**config.mk**
```make
export PLATFORM = sky130hd
export DESIGN_NAME = ft_toggle_arb
export DESIGN_NICKNAME = d
export VERILOG_FILES = /design/src/rtl/ft_toggle_arb.sv
export SDC_FILE = /design/constraint.sdc
export NUM_CORES = 1
export LEC_CHECK = 0
export CAP_MARGIN = 15
export CORE_MARGIN = 2
export CORE_UTILIZATION = 47
export DETAILED_ROUTE_END_ITERATION = 10
export MAX_ROUTING_LAYER = met4
export PLACE_DENSITY_LB_ADDON = 0.05
export SYNTH_ARGS = -nofsm -noshare
export SYNTH_HDL_FRONTEND = slang
export SYNTH_SLANG_ARGS = --single-unit
```
**constraint.sdc**
```tcl
create_clock -name CP -period 2.8 [get_ports CP]
set_input_delay 0.28 -clock CP [delete_from_list [all_inputs] [get_ports CP]]
set_output_delay 0.28 -clock CP [all_outputs]
set_load 0.005 [all_outputs]
```
**src/rtl/ft_toggle_arb.sv**
```systemverilog
// Four-requester round-robin arbiter guarding a WIDTH-bit bank of T flip-flops with preset.
// Each granted operation takes two cycles: IDLE picks the winner, GRANT acks it and the bank updates on leaving GRANT.
module ft_toggle_arb #(
    parameter int               WIDTH      = 8,
    parameter logic [WIDTH-1:0] PRESET_VAL = {WIDTH{1'b1}}
) (
    input  logic               CP,
    input  logic               CD,
    input  logic [3:0]         req,
    input  logic [3:0]         op,
    input  logic [4*WIDTH-1:0] mask,
    output logic [3:0]         ack,
    output logic               busy,
    output logic [WIDTH-1:0]   Q,
    output logic [WIDTH-1:0]   QN,
    output logic [7:0]         op_cnt
);

    typedef enum logic [1:0] {
        IDLE  = 2'b00,
        GRANT = 2'b01
    } state_t;

    state_t           state;
    state_t           state_next;
    logic [1:0]       ptr;
    logic [1:0]       sel;
    logic [1:0]       win;
    logic [1:0]       idx;
    logic             op_reg;
    logic [WIDTH-1:0] mask_reg;
    logic [WIDTH-1:0] q;

    // Round-robin search from ptr upward with wrap; descending loop lets the nearest requester win.
    always_comb begin
        win = ptr;
        idx = ptr;
        for (int k = 3; k >= 0; k--) begin
            idx = ptr + 2'(k);
            if (req[idx]) begin
                win = idx;
            end
        end
    end

    always_ff @(posedge CP or posedge CD) begin
        if (CD) begin
            state <= IDLE;
        end else begin
            state <= state_next;
        end
    end

    // Unknown encodings fall back to IDLE.
    always_comb begin
        state_next = IDLE;
        case (state)
            IDLE:    state_next = (|req) ? GRANT : IDLE;
            GRANT:   state_next = IDLE;
            default: state_next = IDLE;
        endcase
    end

    always_ff @(posedge CP or posedge CD) begin
        if (CD) begin
            ptr      <= 2'd0;
            sel      <= 2'd0;
            op_reg   <= 1'b0;
            mask_reg <= '0;
            q        <= PRESET_VAL;
            op_cnt   <= 8'd0;
        end else begin
            case (state)
                IDLE: begin
                    if (|req) begin
                        sel      <= win;
                        op_reg   <= op[win];
                        mask_reg <= mask[int'(win)*WIDTH +: WIDTH];
                    end
                end
                GRANT: begin
                    q      <= op_reg ? (q | mask_reg) : (q ^ mask_reg);
                    ptr    <= sel + 2'd1;
                    op_cnt <= op_cnt + 8'd1;
                end
                default: begin
                end
            endcase
        end
    end

    // Ack derives from the state register, so an async reset in GRANT drops it at once.
    always_comb begin
        ack = 4'b0000;
        if (state == GRANT) begin
            ack[sel] = 1'b1;
        end
    end

    assign busy = (state == GRANT);
    assign Q    = q;
    assign QN   = ~q;

endmodule

```
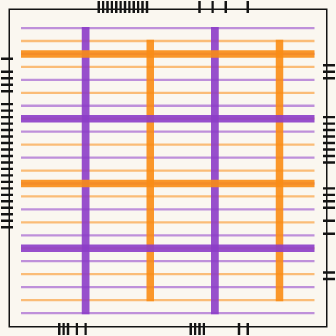
Figure 1: floorplan with the power grid.
Pins as bars on the die edge.
Key: VSS = purple; VDD = orange
4 straps on met4. 4 straps on met5.

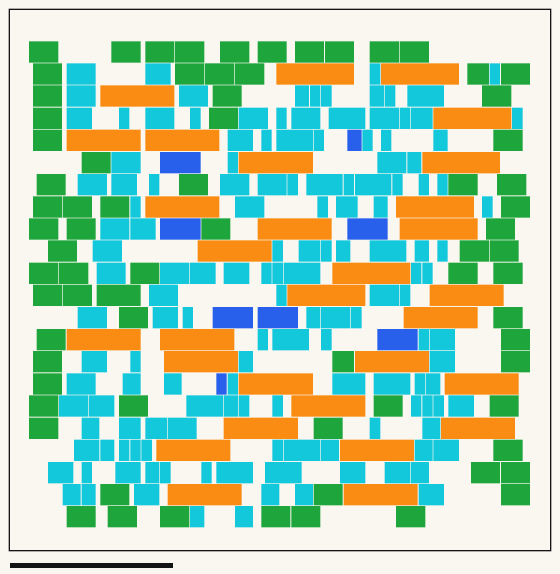
Figure 2: cell classes on the final placement.
Scale bar: 20 microns.
Key: flip-flops = orange [cells 30, share of their area 30%]; other buffers and delay cells = green [cells 73, share of their area 28%]; clock drivers and dummy loads = blue [cells 8, share of their area 3.6%]; all other logic = cyan [cells 144, share of their area 38%]

==> results.env <==
SYNTH.YOSYS.WARNINGS=0
R2R_SETUP_SLACK_PS=1030
NUMSYNTHFLOPS=30
POSTLAYOUTSETUPSLACKWORST_PS=832
DOMINANT_CELLS='multi-input combinational cells'
TRITONCTS='built'
SETUP_VIOLATING_ENDPOINT_COUNT_IN_THE_FINAL_REPORT=0
P_LEAK_uW=0.00121
GRT_USAGE_PCT=19.5
YOSYS.STAT.CHIPAREA_SQ_MM=0.00183
YOSYS.STAT.SEQSHARE_PCT=41.6
FIN_WORST_SKEW_PS=5.16
PLACED_AREA_SQ_MM=0.00252
TAPCELLCOUNT=48
PLACE_CONGESTION=0.856
PLACEDCELLCOUNT=294
POSTSYNTHNETCOUNT=237
SLEW_VIOLATIONS=0
WORST_SETUP_HOLD_PATH_CLK_SLEW_PS=60
ROWS=22
HOLD_BUFFERS=0
DETAILED_ROUTER_S_FIRST_ITERATION_VIOLATION_COUNT=109
MULTI_INPUT_COMB_CELLS=117
RUN_STATUS='complete, no violations'
[worst max-delay path, cell delays in order]
cell             delay, ps
clkdlybuf4s50_1        500
nor2_1                 180
a21o_1                 350
or2_0                  560
o221ai_1               200
[cells in the mapped netlist (2+ instances only)]
library cell  instances  share of area [%]
inv_1                26                5.3
mux2i_1              24                 13
dfrtp_1              22                 30
nand2_1              18                3.7
ha_1                 13                8.9
o221ai_1             10                4.8
nor2_1                9                1.8
dfstp_2               8                 12
o21ai_0               8                2.2
a21oi_1               6                1.6
and2_1                4                1.4
xnor2_1               4                1.9
clkbuf_1              3               0.62
clkbuf_8              3                2.3
nand4_1               3                1.0
o211ai_1              3                1.2
xor2_1                3                1.4
a21o_1                2               0.82
o21ai_2               2               0.96
[kinds of logic (layout without fill, tap and decap cells)]
family / Yosys count / in the layout / share of synthesized area (%)
and+or+nand+nor: 40 / 40 / 10.1
AOI/OAI and AO/OA: 32 / 32 / 12.1
DFF: 30 / 30 / 41.6
buffers and inverters: 35 / 108 / 10.1
adders and majority gates: 13 / 13 / 8.90
muxes: 25 / 25 / 13.8
xor gates and xnor gates: 7 / 7 / 3.36
[through the flow]
stage | util, % | total power (uW) | hold slack (ps)
final | 71.2 | 2430 | 392
after global routing | 71.2 | 2650 | 429
after CTS | 70.8 | 2450 | 400
after detailed placement | 68.3 | 2090 | 473
after global placement | 68.3 | 2050 | 462
after floorplan | - | 1590 | 365
[power groups by stage]
stage                     sequential [uW]  clock, uW  combinational [uW]
final                                 867        349                1210
after global routing                  904        379                1370
after CTS                             871        357                1220
after detailed placement              876          0                1210
after global placement                874          0                1180
after floorplan                       828          0                 761
[metal layers]
layer / vias up / share of wire (%)
met3: 2 / 5.5
met5: - / 0
met4: 0 / 0.66
li1: 763 / -
met2: 50 / 48
met1: 679 / 46
Power and IR drop assume default switching activity.
